**config.mk**
```make
export PLATFORM = sky130hd
export DESIGN_NAME = dyn_pattern_seq_ctrl
export DESIGN_NICKNAME = d
export VERILOG_FILES = /design/src/rtl/dyn_pattern_seq_ctrl.sv
export SDC_FILE = /design/constraint.sdc
export NUM_CORES = 1
export LEC_CHECK = 0
export CAP_MARGIN = 0
export CORE_AREA = 8 8 66 68
export CTS_BUF_LIST = sky130_fd_sc_hd__clkbuf_8
export CTS_CLUSTER_DIAMETER = 60
export DETAILED_ROUTE_END_ITERATION = 7
export DIE_AREA = 0 0 74 76
export HOLD_SLACK_MARGIN = 0.08
export PLACE_DENSITY = 0.89
export SLEW_MARGIN = 20
export SYNTH_ARGS = -nofsm -noshare
export SYNTH_HDL_FRONTEND = slang
export SYNTH_SLANG_ARGS = --single-unit
```
**constraint.sdc**
```tcl
create_clock -name clk -period 5.5 [get_ports clk]
set_clock_uncertainty 0.05 [all_clocks]
set_input_delay 0.825 -clock clk [delete_from_list [all_inputs] [get_ports clk]]
set_output_delay 0.825 -clock clk [all_outputs]
set_load 0.05 [all_outputs]
```
**src/rtl/dyn_pattern_seq_ctrl.sv**
```systemverilog
// Sequencing controller for a serial BITS-wide pattern detector: takes patterns and
// parallel words over valid/ready, serialises words MSB-first, counts detector matches.
module dyn_pattern_seq_ctrl #(
    parameter int unsigned BITS  = 5,
    parameter int unsigned WORD  = 8,
    parameter int unsigned CNT_W = 16
) (
    input  logic             clk,
    input  logic             rst,
    input  logic             cfg_valid,
    output logic             cfg_ready,
    input  logic [BITS-1:0]  cfg_pattern,
    input  logic             word_valid,
    output logic             word_ready,
    input  logic [WORD-1:0]  word_data,
    output logic             det_rst,
    output logic             det_valid,
    output logic             det_in,
    output logic [BITS-1:0]  det_pattern,
    input  logic             det_out,
    output logic             match_pulse,
    output logic [CNT_W-1:0] match_count,
    input  logic             clr_count,
    output logic             busy
);
    localparam int unsigned IDX_W = (WORD > 1) ? $clog2(WORD) : 1;
    localparam logic [IDX_W-1:0] LAST_IDX = IDX_W'(WORD - 1);

    typedef enum logic [1:0] {
        ST_IDLE  = 2'd0,
        ST_CLEAR = 2'd1,
        ST_SHIFT = 2'd2,
        ST_DRAIN = 2'd3
    } state_t;

    state_t           r_state, w_state_nxt;
    logic             r_loaded, w_loaded_nxt;
    logic [BITS-1:0]  r_pattern, w_pattern_nxt;
    logic [WORD-1:0]  r_shreg, w_shreg_nxt;
    logic [IDX_W-1:0] r_bit_idx, w_bit_idx_nxt;
    logic             r_match_pulse;
    logic [CNT_W-1:0] r_match_count;
    logic             w_last_bit;
    logic             w_word_acc;

    assign w_last_bit = (r_bit_idx == LAST_IDX);
    // A pending configuration always blocks a word in IDLE.
    assign word_ready = r_loaded &&
                        (((r_state == ST_IDLE) && !cfg_valid) ||
                         ((r_state == ST_SHIFT) && w_last_bit));
    assign w_word_acc = word_ready && word_valid;

    assign cfg_ready   = (r_state == ST_IDLE);
    assign det_rst     = rst || (r_state == ST_CLEAR);
    assign det_valid   = (r_state == ST_SHIFT);
    assign det_in      = r_shreg[WORD-1];
    assign det_pattern = r_pattern;
    assign busy        = (r_state != ST_IDLE);
    assign match_pulse = r_match_pulse;
    assign match_count = r_match_count;

    always_ff @(posedge clk) begin
        if (rst) begin
            r_state   <= ST_IDLE;
            r_loaded  <= 1'b0;
            r_pattern <= '0;
            r_shreg   <= '0;
            r_bit_idx <= '0;
        end else begin
            r_state   <= w_state_nxt;
            r_loaded  <= w_loaded_nxt;
            r_pattern <= w_pattern_nxt;
            r_shreg   <= w_shreg_nxt;
            r_bit_idx <= w_bit_idx_nxt;
        end
    end

    always_comb begin
        w_state_nxt   = r_state;
        w_loaded_nxt  = r_loaded;
        w_pattern_nxt = r_pattern;
        w_shreg_nxt   = r_shreg;
        w_bit_idx_nxt = r_bit_idx;
        case (r_state)
            ST_IDLE: begin
                if (cfg_valid) begin
                    w_pattern_nxt = cfg_pattern;
                    w_loaded_nxt  = 1'b1;
                    w_state_nxt   = ST_CLEAR;
                end else if (w_word_acc) begin
                    w_shreg_nxt   = word_data;
                    w_bit_idx_nxt = '0;
                    w_state_nxt   = ST_SHIFT;
                end
            end
            ST_CLEAR: w_state_nxt = ST_IDLE;
            ST_SHIFT: begin
                w_shreg_nxt   = {r_shreg[WORD-2:0], 1'b0};
                w_bit_idx_nxt = r_bit_idx + IDX_W'(1);
                // Reloading on the last bit keeps det_valid high across words.
                if (w_last_bit) begin
                    w_bit_idx_nxt = '0;
                    if (w_word_acc) begin
                        w_shreg_nxt = word_data;
                    end else begin
                        w_state_nxt = ST_DRAIN;
                    end
                end
            end
            ST_DRAIN: w_state_nxt = ST_IDLE;
            default:  w_state_nxt = ST_IDLE;
        endcase
    end

    // Match counter: clear wins over an increment, saturates at all-ones.
    always_ff @(posedge clk) begin
        if (rst) begin
            r_match_pulse <= 1'b0;
            r_match_count <= '0;
        end else begin
            r_match_pulse <= det_out;
            if (clr_count) begin
                r_match_count <= '0;
            end else if (det_out && (r_match_count != {CNT_W{1'b1}})) begin
                r_match_count <= r_match_count + CNT_W'(1);
            end
        end
    end

endmodule

```
==> results.json <==
{
  "rows": 22,
  "crit_required_ns": 4.62,
  "grt_usage": 0.153,
  "place_area_um2": 2200,
  "async_flop_share": 0,
  "grt_max_degree": 26,
  "die-height_um": 76,
  "clock_path_buffers": 2,
  "cpPeakStageDelay_ns": 0.88,
  "p_leak_nw": 0.775,
  "yosys-stat-area_um2": 1700,
  "ios": 47,
  "ys_ff": 36,
  "drt_iter0_markers": 156,
  "cp.arrival_ns": 2.67,
  "die_w_um": 74,
  "fin_crit_ns": 3.55,
  "switching_share": 0.261,
  "place_congestion": 0.850,
  "wl_met2_mm": 1.85,
  "cts_post_setup_buffers_inserted": 0,
  "ctsResizeCount": 0,
  "pwr_density_cell_nw_per_um2": 237,
  "run_status": "completed",
  "ys_cells": 204,
  "worst_slack_ns": 1.95,
  "fa_ha_area_frac": 0.0220,
  "post_drt_wl_per_cell_um": 13.4,
  "tns_ns": 0,
  "mostFrequentLayoutCells": "clkdlybuf4s50_1 (46), dfxtp_1 (36), nor2_1 (24), nand2_1 (17), nand3_1 (15)",
  "r2r_slack_ns": 3.53,
  "clkSinkCount": 36,
  "post-route-util": 0.666,
  "top_area_frac": 0.423,
  "die_area_um2": 5620,
  "ant_nets": 0,
  "cts_tree": "done",
  "simple_gate_area_frac": 0.300,
  "ff_type": "dfxtp_1",
  "cap_violations": 0,
  "grt_pass1_wl_mm": 7.04,
  "edf_count": 0,
  "synth.most_common_cell": "dfxtp_1",
  "ys_sh_aoi": 0.171,
  "avgViaCountPerCell": 5.61,
  "cp-endpoint": "word_ready",
  "synthesis.area_um2": 1700,
  "fp_util": 0.495,
  "fp_nets": 226,
  "syn_to_final_growth_pct": 34.6,
  "slew_headroom": 0.465,
  "crit_cells": 4,
  "hpwl_mm": 2.96,
  "synth.logic.top_family": "simple AND/OR/NAND/NOR gates",
  "clk_pin_slew_ns": 0.07,
  "worst_slew_pin_slew_ns": 0.800,
  "critical_path_buf_inv_count": 2,
  "core_area_um2": 3440,
  "area_leaders": "dfxtp_1 (42%), nor2_1 (5.3%), nand3_1 (4.4%), a21oi_1 (4.1%), a311oi_1 (4.1%)",
  "finalSetupViolations": 0,
  "p_switching_mw": 0.142,
  "ys_seq_frac": 0.423,
  "cp_common_cell": "clkdlybuf4s50_1",
  "hold_path.class": "register to register",
  "io_buffers": 46,
  "start_kind": "primary input",
  "fin_crit_sh": 0.645,
  "worstReg2RegStart": "match_count[0]$_SDFFE_PP0P_",
  "whs_ns": 0.429,
  "cts_made_buffers": 5,
  "routed-wl-met3_um": 270,
  "nFillCells": 281,
  "yosysTopAreaCell": "dfxtp_1",
  "fin_area_um2": 2290,
  "seqPwrFrac": 0.507,
  "r2r_end": "match_count[12]$_SDFFE_PP0P_",
  "min-delay-start": "r_bit_idx[2]$_SDFFE_PP0P_",
  "syn_inst": 204
}
## worst reg2reg max path: stages, from the launching register on
cell,delay (ns)
dfxtp_1,0.38
ha_1,0.30
nand4_4,0.18
or3_4,0.39
or4_1,0.47
a21oi_1,0.15
## cell type report
cell class,instances,area (µm²),share of cell area
clock buffers,6,82.6,0.0360
clock inverters,2,10.0,0.00437
inverters,9,33.8,0.0147
repair buffers,48,475,0.207
flip-flops and latches,36,721,0.314
well taps,48,60.1,0.0262
multi-input cells,149,910,0.397
## registers in the layout, summed over array words and instances (netlist names)
signal       cells
match_count     16
r_shreg          8
det_pattern      5
r_bit_idx        3
r_state          2
match_pulse      1
r_loaded         1
## power groups by stage
stage | logic, mW | registers (mW) | clock network, mW
floorplan | 0.0352 | 0.292 | 0
global placement | 0.0769 | 0.281 | 0
detailed placement | 0.0782 | 0.281 | 0
CTS | 0.0785 | 0.276 | 0.196
global route | 0.0836 | 0.277 | 0.207
finish | 0.0777 | 0.276 | 0.191
## how the worst min path moves through the flow
stage,end,slack (ns),cells past startpoint
final,r_bit_idx[2]$_SDFFE_PP0P_,0.43,2
after global routing,r_shreg[6]$_SDFFE_PP0P_,0.46,2
after CTS,r_bit_idx[2]$_SDFFE_PP0P_,0.43,2
after detailed placement,r_bit_idx[2]$_SDFFE_PP0P_,0.43,2
after global placement,r_bit_idx[1]$_SDFFE_PP0P_,0.42,2
after floorplan,r_bit_idx[1]$_SDFFE_PP0P_,0.41,2
## layer usage
metal  global-route usage  vias to the layer above
li1                     -                      850
met1                0.177                      765
met2                0.239                       49
met3               0.0434                        9
met4               0.0900                        0
met5                    0                        -
m1.png
Scale: 6 px per µm. Supply wires on this layer in gray. Cells faint in the background.
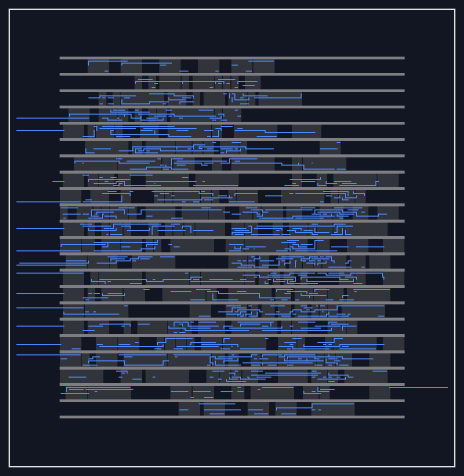
share of all routed wire: 44%
nets with wire on the layer: 247
longest straight run: 14.7 µm
wire length on this layer: 1760 µm

m2.png
Scale: 6 px per µm.
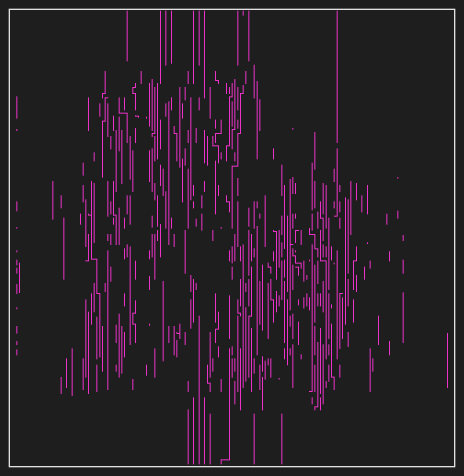
main direction: vertical
longest straight run: 24.6 µm
nets with wire on the layer: 233
DRT Wirelength: 3.98 mm
via count: 1673
met2 GRT Util: 0.239

m3.png
Scale: 8 px per µm. Cells faint in the background.
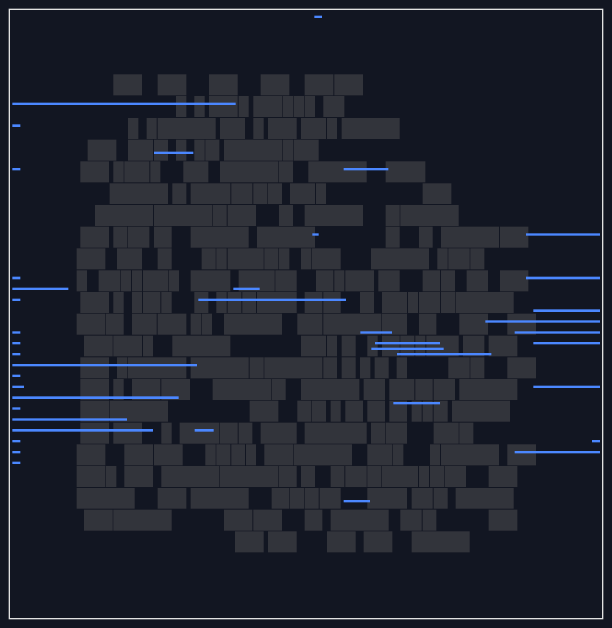
share of all routed wire: 6.8%
longest straight run: 27.6 µm
nets with wire on the layer: 36
wire length on this layer: 270 µm
main direction: horizontal

Power is estimated from default activity; no workload was simulated.
